**Cells by drive strength**

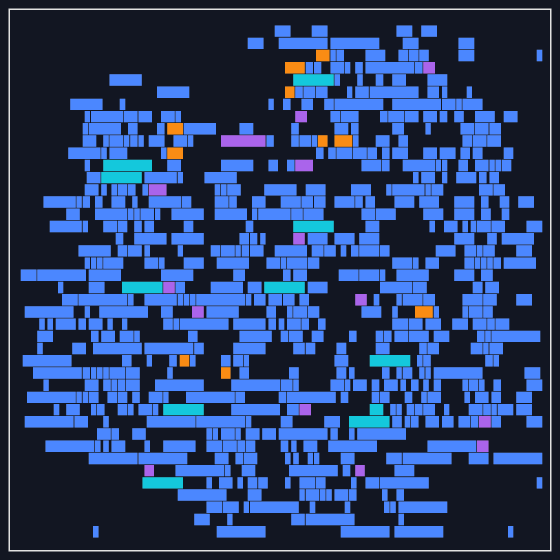
**Met3 routing**

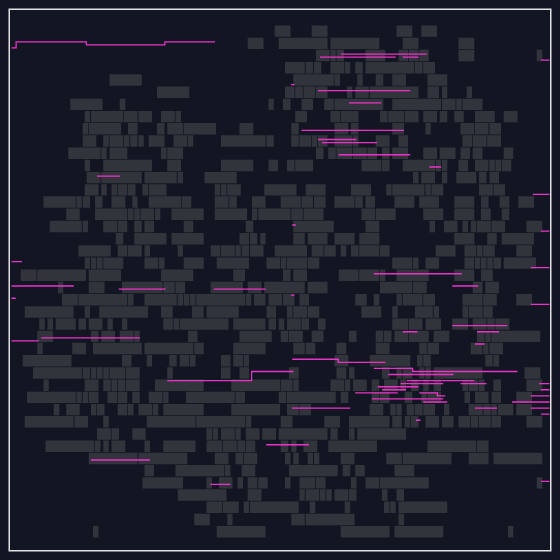
**Routing congestion map**

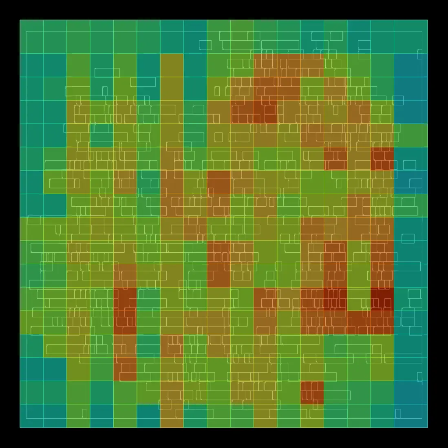
**Gate-type map**

Bar = 20 um.
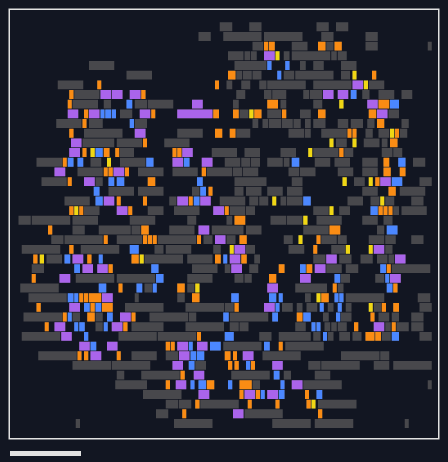
**Clock network drawn from the DEF**

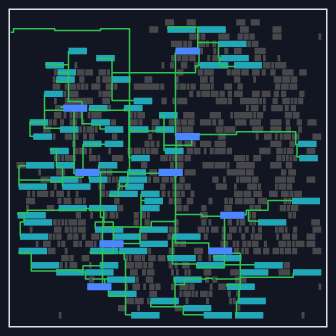
**config.mk**
```make
export PLATFORM = sky130hd
export DESIGN_NAME = motor_driver_flat
export DESIGN_NICKNAME = d
export VERILOG_FILES = /design/src/rtl/motor_driver_if.sv /design/src/rtl/motor_driver.sv /design/src/flat_wrapper.sv
export SDC_FILE = /design/constraint.sdc
export NUM_CORES = 1
export LEC_CHECK = 0
export CORE_MARGIN = 1.5
export CORE_UTILIZATION = 40
export CTS_CLUSTER_DIAMETER = 200
export DETAILED_ROUTE_END_ITERATION = 10
export SLEW_MARGIN = 20
export SYNTH_ARGS = -nofsm -noshare
export SYNTH_HDL_FRONTEND = slang
export SYNTH_SLANG_ARGS = --single-unit
export TNS_END_PERCENT = 100
```
**constraint.sdc**
```tcl
create_clock -name CLOCK_50 -period 4.3 [get_ports CLOCK_50]
set_input_delay 0.645 -clock CLOCK_50 [delete_from_list [all_inputs] [get_ports CLOCK_50]]
set_output_delay 0.645 -clock CLOCK_50 [all_outputs]
set_load 0.005 [all_outputs]
```
**src/rtl/motor_driver_if.sv**
```systemverilog
// Command and status bundle between robot_fsm (master) and motor_driver (slave).
// The command is level-based: motor_state/overwrite are sampled every cycle, with no valid/ready handshake.
interface motor_driver_if #(
  parameter int PWM_BITS = 8
);
  logic [4:0]          motor_state;
  logic                overwrite;
  logic                pwm_l;
  logic                pwm_r;
  logic                dir_l;
  logic                dir_r;
  logic                enable;
  logic                busy;
  logic                cmd_err;
  // Debug view of each wheel channel: current duty and whether it is in dead time.
  logic [PWM_BITS-1:0] duty_l;
  logic [PWM_BITS-1:0] duty_r;
  logic                dead_l;
  logic                dead_r;

  modport master (
    output motor_state, overwrite,
    input  pwm_l, pwm_r, dir_l, dir_r, enable, busy, cmd_err,
    input  duty_l, duty_r, dead_l, dead_r
  );

  modport slave (
    input  motor_state, overwrite,
    output pwm_l, pwm_r, dir_l, dir_r, enable, busy, cmd_err,
    output duty_l, duty_r, dead_l, dead_r
  );
endinterface

```
**src/rtl/motor_driver.sv**
```systemverilog
// Two-wheel H-bridge driver: decodes robot_fsm commands, ramps each wheel's duty,
// inserts dead time before direction reversal and generates one PWM per wheel.
module motor_driver #(
  parameter int PWM_BITS  = 8,
  parameter int DUTY_FWD  = 192,
  parameter int DUTY_TURN = 96,
  parameter int RAMP_DIV  = 50000,
  parameter int RAMP_STEP = 4,
  parameter int DEADTIME  = 25000
) (
  input logic           CLOCK_50,
  input logic           reset,
  motor_driver_if.slave bus
);

  typedef logic [PWM_BITS-1:0] duty_t;
  typedef enum logic {TRACK = 1'b0, DEAD = 1'b1} ch_state_t;

  localparam int RW = (RAMP_DIV > 1) ? $clog2(RAMP_DIV) : 1;
  localparam int DW = (DEADTIME > 1) ? $clog2(DEADTIME) : 1;
  localparam logic [RW-1:0]     RAMP_LAST = RW'(RAMP_DIV - 1);
  localparam logic [DW-1:0]     DEAD_LAST = DW'(DEADTIME - 1);
  localparam duty_t             FWD       = duty_t'(DUTY_FWD);
  localparam duty_t             TURN      = duty_t'(DUTY_TURN);
  localparam logic [PWM_BITS:0] STEP      = (PWM_BITS + 1)'(RAMP_STEP);

  logic [4:0]    ms_q;
  logic          ow_q;
  logic [RW-1:0] ramp_cnt;
  logic          tick;
  duty_t         pwm_cnt;
  logic          enable_q;
  logic          err_q;

  logic          tgt_dir  [2];
  duty_t         tgt_duty [2];
  logic          cmd_bad;

  ch_state_t     st       [2];
  logic          dir_q    [2];
  duty_t         duty_q   [2];
  logic [DW-1:0] dead_cnt [2];
  logic          pwm_q    [2];

  // Move cur toward tgt by at most STEP; the extra bit keeps the gap from wrapping.
  function automatic duty_t step_toward(input duty_t cur, input duty_t tgt);
    logic [PWM_BITS:0] gap;
    duty_t             res;
    if (cur < tgt) begin
      gap = {1'b0, tgt} - {1'b0, cur};
      res = (gap > STEP) ? duty_t'({1'b0, cur} + STEP) : tgt;
    end else begin
      gap = {1'b0, cur} - {1'b0, tgt};
      res = (gap > STEP) ? duty_t'({1'b0, cur} - STEP) : tgt;
    end
    return res;
  endfunction

  assign tick = (ramp_cnt == RAMP_LAST);

  always_comb begin
    tgt_dir[0]  = 1'b0;
    tgt_dir[1]  = 1'b0;
    tgt_duty[0] = '0;
    tgt_duty[1] = '0;
    cmd_bad     = 1'b0;
    case (ms_q)
      5'b00001: ;
      5'b00010: begin
        tgt_duty[0] = FWD;
        tgt_duty[1] = FWD;
      end
      5'b00100: begin
        tgt_dir[0]  = 1'b1;
        tgt_duty[0] = TURN;
        tgt_duty[1] = TURN;
      end
      5'b01000: begin
        tgt_dir[1]  = 1'b1;
        tgt_duty[0] = TURN;
        tgt_duty[1] = TURN;
      end
      5'b10000: begin
        tgt_dir[0]  = 1'b1;
        tgt_dir[1]  = 1'b1;
        tgt_duty[0] = FWD;
        tgt_duty[1] = FWD;
      end
      default: cmd_bad = 1'b1;
    endcase
  end

  always_ff @(posedge CLOCK_50) begin
    if (reset) begin
      // STOP rather than zero so the idle command register does not flag an error.
      ms_q     <= 5'b00001;
      ow_q     <= 1'b0;
      ramp_cnt <= '0;
      pwm_cnt  <= '0;
      enable_q <= 1'b0;
      err_q    <= 1'b0;
      for (int w = 0; w < 2; w++) begin
        st[w]       <= TRACK;
        dir_q[w]    <= 1'b0;
        duty_q[w]   <= '0;
        dead_cnt[w] <= '0;
        pwm_q[w]    <= 1'b0;
      end
    end else begin
      ms_q     <= bus.motor_state;
      ow_q     <= bus.overwrite;
      ramp_cnt <= tick ? '0 : ramp_cnt + 1'b1;
      pwm_cnt  <= pwm_cnt + 1'b1;
      enable_q <= ~ow_q;
      if (cmd_bad) err_q <= 1'b1;
      for (int w = 0; w < 2; w++) begin
        pwm_q[w] <= ~ow_q & (pwm_cnt < duty_q[w]);
        if (ow_q) begin
          duty_q[w]   <= '0;
          st[w]       <= DEAD;
          dead_cnt[w] <= '0;
        end else begin
          case (st[w])
            TRACK: begin
              if (tgt_dir[w] == dir_q[w]) begin
                if (tick) duty_q[w] <= step_toward(duty_q[w], tgt_duty[w]);
              end else if (duty_q[w] == '0) begin
                st[w]       <= DEAD;
                dead_cnt[w] <= '0;
              end else if (tick) begin
                duty_q[w] <= step_toward(duty_q[w], '0);
              end
            end
            DEAD: begin
              duty_q[w] <= '0;
              // Direction is taken from whatever target is current at exit.
              if (dead_cnt[w] == DEAD_LAST) begin
                dir_q[w] <= tgt_dir[w];
                st[w]    <= TRACK;
              end else begin
                dead_cnt[w] <= dead_cnt[w] + 1'b1;
              end
            end
            default: st[w] <= TRACK;
          endcase
        end
      end
    end
  end

  assign bus.pwm_l   = pwm_q[0];
  assign bus.pwm_r   = pwm_q[1];
  assign bus.dir_l   = dir_q[0];
  assign bus.dir_r   = dir_q[1];
  assign bus.enable  = enable_q;
  assign bus.cmd_err = err_q;
  assign bus.duty_l  = duty_q[0];
  assign bus.duty_r  = duty_q[1];
  assign bus.dead_l  = (st[0] == DEAD);
  assign bus.dead_r  = (st[1] == DEAD);
  assign bus.busy    = (st[0] == DEAD) | (st[1] == DEAD) |
                       (duty_q[0] != tgt_duty[0]) | (duty_q[1] != tgt_duty[1]);

endmodule

```
**src/flat_wrapper.sv**
```systemverilog
// flat-port wrapper written by rule: the top's interface ports become plain ports
module motor_driver_flat 
#(
  parameter int PWM_BITS  = 8,
  parameter int DUTY_FWD  = 192,
  parameter int DUTY_TURN = 96,
  parameter int RAMP_DIV  = 50000,
  parameter int RAMP_STEP = 4,
  parameter int DEADTIME  = 25000
)
  (CLOCK_50, reset, bus_motor_state, bus_overwrite, bus_pwm_l, bus_pwm_r, bus_dir_l, bus_dir_r, bus_enable, bus_busy, bus_cmd_err, bus_duty_l, bus_duty_r, bus_dead_l, bus_dead_r);
  motor_driver_if #(.PWM_BITS(PWM_BITS)) bus_i ();
  input logic CLOCK_50;
  input logic reset;
  input wire logic [$bits(bus_i.motor_state)-1:0] bus_motor_state;
  input wire logic [$bits(bus_i.overwrite)-1:0] bus_overwrite;
  output wire logic [$bits(bus_i.pwm_l)-1:0] bus_pwm_l;
  output wire logic [$bits(bus_i.pwm_r)-1:0] bus_pwm_r;
  output wire logic [$bits(bus_i.dir_l)-1:0] bus_dir_l;
  output wire logic [$bits(bus_i.dir_r)-1:0] bus_dir_r;
  output wire logic [$bits(bus_i.enable)-1:0] bus_enable;
  output wire logic [$bits(bus_i.busy)-1:0] bus_busy;
  output wire logic [$bits(bus_i.cmd_err)-1:0] bus_cmd_err;
  output wire logic [$bits(bus_i.duty_l)-1:0] bus_duty_l;
  output wire logic [$bits(bus_i.duty_r)-1:0] bus_duty_r;
  output wire logic [$bits(bus_i.dead_l)-1:0] bus_dead_l;
  output wire logic [$bits(bus_i.dead_r)-1:0] bus_dead_r;
  assign bus_i.motor_state = bus_motor_state;
  assign bus_i.overwrite = bus_overwrite;
  assign bus_pwm_l = bus_i.pwm_l;
  assign bus_pwm_r = bus_i.pwm_r;
  assign bus_dir_l = bus_i.dir_l;
  assign bus_dir_r = bus_i.dir_r;
  assign bus_enable = bus_i.enable;
  assign bus_busy = bus_i.busy;
  assign bus_cmd_err = bus_i.cmd_err;
  assign bus_duty_l = bus_i.duty_l;
  assign bus_duty_r = bus_i.duty_r;
  assign bus_dead_l = bus_i.dead_l;
  assign bus_dead_r = bus_i.dead_r;
  motor_driver #(.PWM_BITS(PWM_BITS), .DUTY_FWD(DUTY_FWD), .DUTY_TURN(DUTY_TURN), .RAMP_DIV(RAMP_DIV), .RAMP_STEP(RAMP_STEP), .DEADTIME(DEADTIME)) u_core (.CLOCK_50(CLOCK_50), .reset(reset), .bus(bus_i));
endmodule
```
==> impl_metrics.ini <==
; yosys + openroad results
[run_status]
outcome = finished clean

[clocking]
cts_tree = built
cts.repair.resized = 0
htreeDepth = 3
cts_setup_buffers = 0
cts-hold-fix-buffers = 0
cts.sinks = 80
cts_root_buf = clkbuf_16
cts_made_buffers = 9
clockBufferDepth = 2

[floorplanning]
fp_util_pct = 41.24
die_h_um = 120.3
die_area_sq_um = 14480
die_w_um = 120.3

[cells_and_area]
reg_top3 = u_core.dead_cnt x30, u_core.ramp_cnt x16, u_core.duty_q x12
top_register = u_core.dead_cnt
largest_reg_flops = 30
finalInstanceArea_sq_um = 6221
diodes = 0

[pwr]
total_leakage_power_nw = 2.258
ir_drop_mv = 0.1756

[yosys]
topCellsByArea = edfxtp_1 25%, dfxtp_1 12%, ha_1 8.6%, nor2_1 6.2%, xnor2_1 5.6%
yosys_most_used_dff = edfxtp_1
yosys.area_share.xor_xnor_pct = 11.32
postSynthAreaPerCell_sq_um = 9.115
synth-compound-area-share_pct = 11.02
logic_family = simple AND/OR/NAND/NOR gates
synth_area_sq_um = 5505
synth-edff-count = 46
fa_ha_area_share_pct = 10.09
yosys_area_sq_um = 5505
ys_types = 68
synth.cellmix.simpleShare_pct = 23.86
yosysTopAreaCellShare_pct = 25.09

[critical_path]
cp-end-kind = register
cp_slowest_cell = dfxtp_1
required_ps = 4390
r2r_cells = 11
path_max_fanout = 9
crit_path_frequent_cell = fa_1
cp.arrival_ps = 3880
r2r_end = u_core.duty_q[0][6]$_SDFFCE_PP0P_
critPathLaunch = u_core.ms_q[4]$_SDFF_PP0_
r2r_setup_slack_ps = 510
path_cells = xnor2_1 -> or3_1 -> a21o_1 -> fa_1 -> fa_1 -> nor2_1 -> o2111ai_1 -> and2_1 -> o2111a_1 -> nor4b_1 -> o22ai_1

[timing]
hold_viol_final = 0
setup_viol = 0
finalCritPeriodShare_pct = 88.21
finalSetupTns_ps = 0
layout_min_cycle_time_ps = 3793

[grt]
grtUsageMet3_pct = 2.783
grt_pass1_vias = 4091
grt_max_degree = 27
grt_pass1_wl_mm = 20.80

[worst_hold_path]
holdPathEnd = u_core.pwm_cnt[0]$_SDFF_PP0_
hold_depth = 1

[drt]
routed-wl-met3_um = 549
drtIter0Drc = 330
vias_per_cell = 5.465
ant_nets = 0

[job]
warnings = 40

[place]
dp_hpwl_mm = 9.004
## Picture notes: 'cells by drive strength'
- orange: _2 cells (cells 10)
- blue: _0 and _1 cells (cells 592; most used nor2_1)
- purple: _3 and _4 cells (cells 14; most used buf_4)
- cyan: _6 and larger (cells 11; most used clkbuf_16)

## Picture notes: 'met3 routing'
- longest straight run: 23.2 um
- share of all routed wire: 4.4%
- wire length on this layer: 550 um

## Picture notes: 'routing congestion map'
met1 Use GR: 26.17%
GR peak layer: met2
final core utilization: 46.61%
gr usage total: 18.17%
WL/cell: 15.65 um

## Picture notes: 'gate-type map'
- yellow: inverters (cells 28)
- blue: NAND gates (cells 86)
- purple: XOR/XNOR gates (cells 69; where spread over the die)
- orange: NOR gates (cells 135)
combinational share of cell area: 51.53%
Final Non-Filler Cells: 803
Commonest Layout Cell: nor2_1

## Picture notes: 'clock network drawn from the DEF'
- cyan: flip-flops (count 80)
- blue: clock drivers (count 9)
- green: clock wires (length 1,250 um)
- routed clock nets: 10
- flops lie: spread over the die
Clock Power Share: 37.4%
clock-net power: 787 uW
Late-Pin Clk Latency: 340 ps
Clock Skew: 6.138 ps

[report_power, final]
| part | switching (mW) | total (mW) | leakage [nW] | internal, mW |
|---|---|---|---|---|
| combinational | 0.208 | 0.384 | 1.34 | 0.176 |
| clock | 0.334 | 0.787 | 0.140 | 0.453 |
| sequential | 0.0714 | 0.934 | 0.777 | 0.863 |
[cells in the mapped netlist, types with 3 or more instances]
cell type / count
or3_1: 3
edfxtp_1: 46
and3_1: 8
o21a_1: 7
nor3_1: 15
a21oi_1: 18
dfxtp_1: 34
o211ai_1: 5
a31oi_1: 6
or4_1: 4
mux2i_1: 8
nand2b_1: 8
xnor2_1: 35
and3b_1: 3
o21ai_0: 12
a221oi_1: 5
a21o_1: 4
buf_4: 5
nor2b_1: 11
fa_1: 4
nand2_1: 31
nand3b_1: 3
a2111oi_0: 3
a211oi_1: 5
nand4_1: 9
nand4b_1: 3
ha_1: 38
xor2_1: 33
nor4b_1: 5
nor2_1: 91
and2_1: 7
clkbuf_1: 22
nor4_1: 8
nand3_1: 32
inv_1: 28
[critical path, delay by kind of cell, from the launching register on]
kind / cells / cell delay (ps)
simple gates: 4 / 1030
flops: 1 / 550
xor+xnor: 1 / 130
compound gates: 4 / 920
fa+ha+maj: 2 / 890
[layout make-up]
cell class	count	area [sq um]
Fill cell	1297	7127
Multi-Input combinational cell	468	3206
Sequential cell	80	2062
Timing Repair Buffer	35	332.8
Clock buffer	10	229.0
Tap cell	176	220.2
Inverter	28	105.1
Clock inverter	6	66.31
[metrics by stage]
step | worst slack [ps] | hold slack [ps]
CTS | 533.3 | 431.7
detailed placement | 538.1 | 417.2
floorplan | 432.4 | 397.7
global route | 364.5 | 444.7
global placement | 639.9 | 407.9
finish | 507.0 | 428.8
No activity file was given, so power comes from the tool's default toggle rates.
